==> images/class_map.png <==
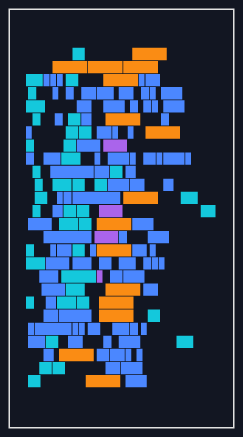
==> images/ff_map.png <==
Other sequential cells in the stronger gray, the rest of the logic in the fainter gray.
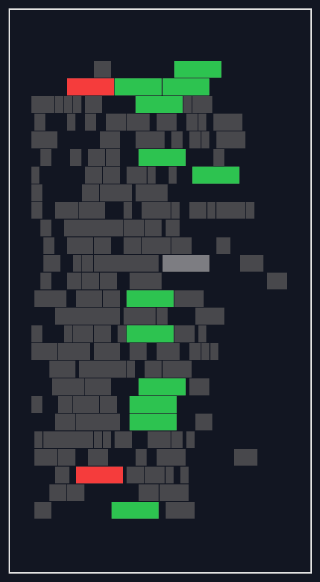
==> images/clock_wires.png <==
The bar under the picture is 10 um long.
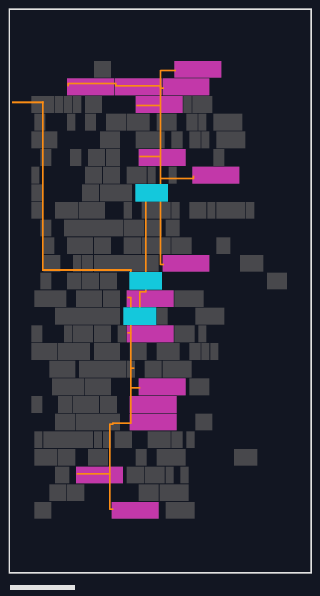
==> images/route_heat.png <==
9 x 17 tiles, from dark blue (low) to red (high), scaled to the fullest tile. Values are wire area over tile area, all layers added.
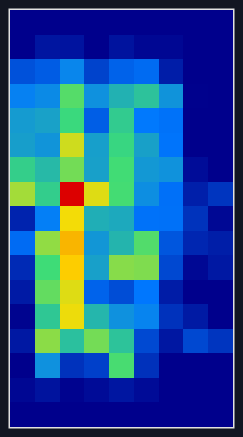
[src/rtl/out_of_order_pkg.sv]
// Shared out-of-order core definitions: system functional-unit count and the
// CDB grant index type used by the ROB, FU instantiation and the CDB arbiter.
package out_of_order_pkg;

    localparam int CDB_N_REQ = 4;

    typedef logic [$clog2(CDB_N_REQ)-1:0] cdb_idx_t;

endpackage : out_of_order_pkg

[src/rtl/rr_priority_select.sv]
// Combinational round-robin pick: rotate requests so ptr is at slot 0,
// take the first set slot, and map it back to the original index.
module rr_priority_select #(
    parameter int N     = 4,
    parameter int IDX_W = $clog2(N)
) (
    input  logic [N-1:0]     req,
    input  logic [IDX_W-1:0] ptr,
    output logic [N-1:0]     grant,
    output logic [IDX_W-1:0] idx,
    output logic             valid
);

    logic [IDX_W-1:0] pos [N];
    logic [N-1:0]     rot;

    genvar gi;
    generate
        for (gi = 0; gi < N; gi++) begin : g_rot
            logic [IDX_W:0] sum;
            // Compare-and-subtract wrap keeps non-power-of-2 N correct.
            assign sum     = {1'b0, ptr} + (IDX_W+1)'(gi);
            assign pos[gi] = (sum >= (IDX_W+1)'(N)) ? IDX_W'(sum - (IDX_W+1)'(N))
                                                    : IDX_W'(sum);
            assign rot[gi] = req[pos[gi]];
        end
    endgenerate

    always_comb begin
        grant = '0;
        idx   = '0;
        valid = 1'b0;
        for (int k = 0; k < N; k++) begin
            if (!valid && rot[k]) begin
                valid = 1'b1;
                idx   = pos[k];
            end
        end
        if (valid) begin
            grant[idx] = 1'b1;
        end
    end

endmodule : rr_priority_select

[src/rtl/cdb_arbiter.sv]
// Round-robin common data bus arbiter with flush/reset gating and a sticky
// starvation checker built from per-requester wait counters.
module cdb_arbiter
    import out_of_order_pkg::*;
#(
    parameter int N_REQ  = CDB_N_REQ,
    parameter int IDX_W  = $clog2(N_REQ),
    parameter int WAIT_W = $clog2(N_REQ) + 1
) (
    input  logic             clk,
    input  logic             reset,
    input  logic [N_REQ-1:0] request,
    input  logic             flush,
    output logic [N_REQ-1:0] cdb_permit,
    output logic             cdb_active,
    output logic [IDX_W-1:0] grant_idx,
    output logic             starvation_error
);

    logic [IDX_W-1:0]  prio_ptr_q, prio_ptr_d;
    logic [WAIT_W-1:0] wait_cnt_q [N_REQ];
    logic [WAIT_W-1:0] wait_cnt_d [N_REQ];
    logic              starvation_error_q, starvation_error_d;

    logic [N_REQ-1:0]  sel_grant;
    logic [IDX_W-1:0]  sel_idx;
    logic              sel_valid;
    logic              grant_en;

    rr_priority_select #(
        .N     (N_REQ),
        .IDX_W (IDX_W)
    ) u_select (
        .req   (request),
        .ptr   (prio_ptr_q),
        .grant (sel_grant),
        .idx   (sel_idx),
        .valid (sel_valid)
    );

    // A grant in the reset cycle would pop a buffer entry the pipeline never sees.
    assign grant_en         = reset & ~flush & sel_valid;
    assign cdb_permit       = grant_en ? sel_grant : '0;
    assign cdb_active       = grant_en;
    assign grant_idx        = grant_en ? sel_idx : '0;
    assign starvation_error = starvation_error_q;

    always_comb begin
        prio_ptr_d = prio_ptr_q;
        if (grant_en) begin
            prio_ptr_d = (sel_idx == IDX_W'(N_REQ - 1)) ? '0 : sel_idx + 1'b1;
        end
    end

    always_comb begin
        for (int i = 0; i < N_REQ; i++) begin
            wait_cnt_d[i] = wait_cnt_q[i];
            if (!request[i] || cdb_permit[i]) begin
                wait_cnt_d[i] = '0;
            end else if (!flush && (wait_cnt_q[i] != '1)) begin
                wait_cnt_d[i] = wait_cnt_q[i] + 1'b1;
            end
        end
    end

    always_comb begin
        starvation_error_d = starvation_error_q;
        for (int i = 0; i < N_REQ; i++) begin
            if (wait_cnt_q[i] > WAIT_W'(N_REQ - 1)) begin
                starvation_error_d = 1'b1;
            end
        end
    end

    always_ff @(posedge clk) begin
        if (!reset) begin
            prio_ptr_q         <= '0;
            starvation_error_q <= 1'b0;
            for (int i = 0; i < N_REQ; i++) begin
                wait_cnt_q[i] <= '0;
            end
        end else begin
            prio_ptr_q         <= prio_ptr_d;
            starvation_error_q <= starvation_error_d;
            for (int i = 0; i < N_REQ; i++) begin
                wait_cnt_q[i] <= wait_cnt_d[i];
            end
        end
    end

endmodule : cdb_arbiter
[config.mk]
export PLATFORM = sky130hd
export DESIGN_NAME = cdb_arbiter
export DESIGN_NICKNAME = d
export VERILOG_FILES = /design/src/rtl/out_of_order_pkg.sv /design/src/rtl/rr_priority_select.sv /design/src/rtl/cdb_arbiter.sv
export SDC_FILE = /design/constraint.sdc
export NUM_CORES = 1
export LEC_CHECK = 0
export CAP_MARGIN = 20
export CELL_PAD_IN_SITES_DETAIL_PLACEMENT = 0
export CELL_PAD_IN_SITES_GLOBAL_PLACEMENT = 1
export CORE_ASPECT_RATIO = 2
export CORE_MARGIN = 3
export CORE_UTILIZATION = 30
export DETAILED_ROUTE_END_ITERATION = 16
export PLACE_DENSITY_LB_ADDON = 0.3
export SETUP_SLACK_MARGIN = 0.3
export SLEW_MARGIN = 10
export SYNTH_ARGS = -nofsm -noshare
export SYNTH_HDL_FRONTEND = slang
export SYNTH_SLANG_ARGS = --single-unit
[constraint.sdc]
create_clock -name clk -period 2.7 [get_ports clk]
set_input_delay 0.54 -clock clk [delete_from_list [all_inputs] [get_ports clk]]
set_output_delay 0.54 -clock clk [all_outputs]
set_load 0.01 [all_outputs]
==> run summary <==
run results: Internal Dissipation=0.4695 mW, CP arrival=1.79 ns, routability cong.=0.7898, fraction of registers with async set or reset after synthesis=0, Switch Pwr=0.2045 mW, Skew-Pair Late Insertion Delay=0.24 ns, die area=4015 um2, min Tclk post-route=2.330 ns, number of enable flip-flop cells=0, Slew headroom=0.7688, crit path max fanout=3, Die Span Y=86.66 um, synth warn=0, Cells after Synth=108, filler instances=294, post-synth top area cell=dfxtp_1, WS Path Type=primary input to output pin, Post-Syn Area=975.9 um2, Dominant Register Cell=dfxtp_1, CTS Buf Count=3, status=finished, final reports clean, top cells by area=dfxtp_1, ha_1, nor2_1, gr ovfl total=0, area figure in the yosys stat output=975.9 um2, worst flop-to-flop path startpoint=prio_ptr_q[1]$_SDFFE_PN0P_, first-pass GRT wire length=4236 um, DRT Pass-1 Iters=4, unrepaired setup endpoints after global routing=true, clock buffer depth=2, pwr dens=460.4 nW/um2, maximum VDD drop=0.3187 mV, non-filler cells, final=180, Antenna Cells=0, FMAX=429.2 MHz, crit path launch=request[0], CTS sink count=15, worst slew pin tran=0.3463 ns, clock slew at reported path FFs=0.06 ns
-- class_map.png (at the start) --
| class | color | cells |
|---|---|---|
| clock drivers and dummy loads | purple | 4 |
| remaining logic cells | blue | 91 |
| sequential cells | orange | 15 |
| remaining buffers and delay cells | cyan | 40 |
Core ar.: 3048 um2
post-layout util: 0.4803
row count: 28
Seq area share: 0.2051

-- ff_map.png (at the start) --
| name in the netlist | color | sequential cells |
|---|---|---|
| `prio_ptr_q` | red | 2 |
| `wait_cnt_q` | green | 12 |
not colored: 1

-- clock_wires.png (at the start) --
[clock-net drivers] cyan | count: 3
[clock wires] orange | length: 179 um
[flip-flops] magenta | count: 15
routed clock nets: 4
Clk power: 0.172 mW
skew final: 0.001376 ns

-- route_heat.png (at the start) --
tiles over half the peak: 14%
fullest tile: 0.46
mean over tiles: 0.10
densest ninth of the die: middle left
emptiest ninth of the die: lower right
Global Route Usage Sum: 0.1464
Routed WL: 2557 um
vias: 930
Wirelength per Cell: 14.21 um

[sequential cells by signal, indices dropped and copies added (netlist names)]
signal and cells:
wait_cnt_q 12, prio_ptr_q 2, starvation_error 1
[worst min path at each step]
stage          slack, ns                            end
4_1_cts             0.49  starvation_error$_SDFFE_PN0P_
3_3_place_gp        0.47  starvation_error$_SDFFE_PN0P_
5_1_grt             0.53  starvation_error$_SDFFE_PN0P_
3_5_place_dp        0.47  starvation_error$_SDFFE_PN0P_
6_report            0.48  starvation_error$_SDFFE_PN0P_
2_1_floorplan       0.47  wait_cnt_q[3][1]$_SDFFE_PP0P_
[repair_timing]
action                     4_1_cts  5_1_grt
setup endpoints to repair        7        7
pin swaps                        8        4
resized                         53       11
buffers inserted                 6        1
[metrics by stage]
step | utilization | hold WS [ns] | setup slack [ns]
global placement | 0.4200 | 0.4718 | -0.4281
global route | 0.4803 | 0.5323 | 0.2611
finish | 0.4803 | 0.4793 | 0.3701
CTS | 0.4676 | 0.4879 | 0.3026
detailed placement | 0.4200 | 0.4743 | -0.4418
floorplan | - | 0.4703 | 0.5549
[logic make-up (layout without fill, tap and decap cells)]
group,after synthesis,in the layout,share of synthesized area
muxes,3,3,0.03077
xor gates and xnor gates,4,4,0.03589
buffers and inverters,8,50,0.04230
adders and majority gates,13,13,0.1667
and+or+nand+nor,35,35,0.1628
AOI/OAI and AO/OA,30,30,0.2539
DFF,15,15,0.3077
[area by class of cell]
| cell class | instances | share of cell area |
|---|---|---|
| sequential | 15 | 0.2051 |
| timing repair buffer | 40 | 0.2239 |
| clock buffer | 4 | 0.03077 |
| tap | 30 | 0.02564 |
| inverter | 6 | 0.01709 |
| multi-input combinational | 85 | 0.4974 |
[placed cells by master (no fill, tap or decap), types with 2 or more instances in the layout]
cell and count:
buf_4 20, dfxtp_1 15, nor2_1 14, ha_1 12, nand2_1 7, a21oi_1 7
buf_2 7, a211oi_1 5, buf_6 5, inv_1 4, xnor2_1 4, nor2b_4 3
mux2i_1 3, a211o_1 3, clkbuf_8 3, nor3_1 2, a311oi_1 2, nand3_1 2
o22ai_1 2, clkdlybuf4s50_1 2, clkdlybuf4s15_2 2
[routing by layer]
layer  global-route usage  routed length (um)  up-vias
li1                     -                   -      474
met2               0.2814                1564       22
met5                    0                   0        -
met4              0.06995                  47        0
met3              0.02495                 112        4
met1               0.1336                 832      430
[worst max-delay path, stage by stage]
cell and delay, ns:
clkdlybuf4s15_2 0.20, nor2b_1 0.14, o21ai_2 0.17, nand3_2 0.12, a21oi_2 0.18, ha_4 0.16, nand2b_4 0.05, nor2_1 0.09
buf_2 0.13
[power by group through the flow]
stage          clock (mW)  sequential (mW)  combinational (mW)
3_5_place_dp            0            0.258               0.205
3_3_place_gp            0            0.257               0.203
4_1_cts             0.178            0.257               0.228
2_1_floorplan           0            0.254               0.103
5_1_grt             0.190            0.260               0.267
6_report            0.172            0.257               0.245
Power and IR drop assume default switching activity.
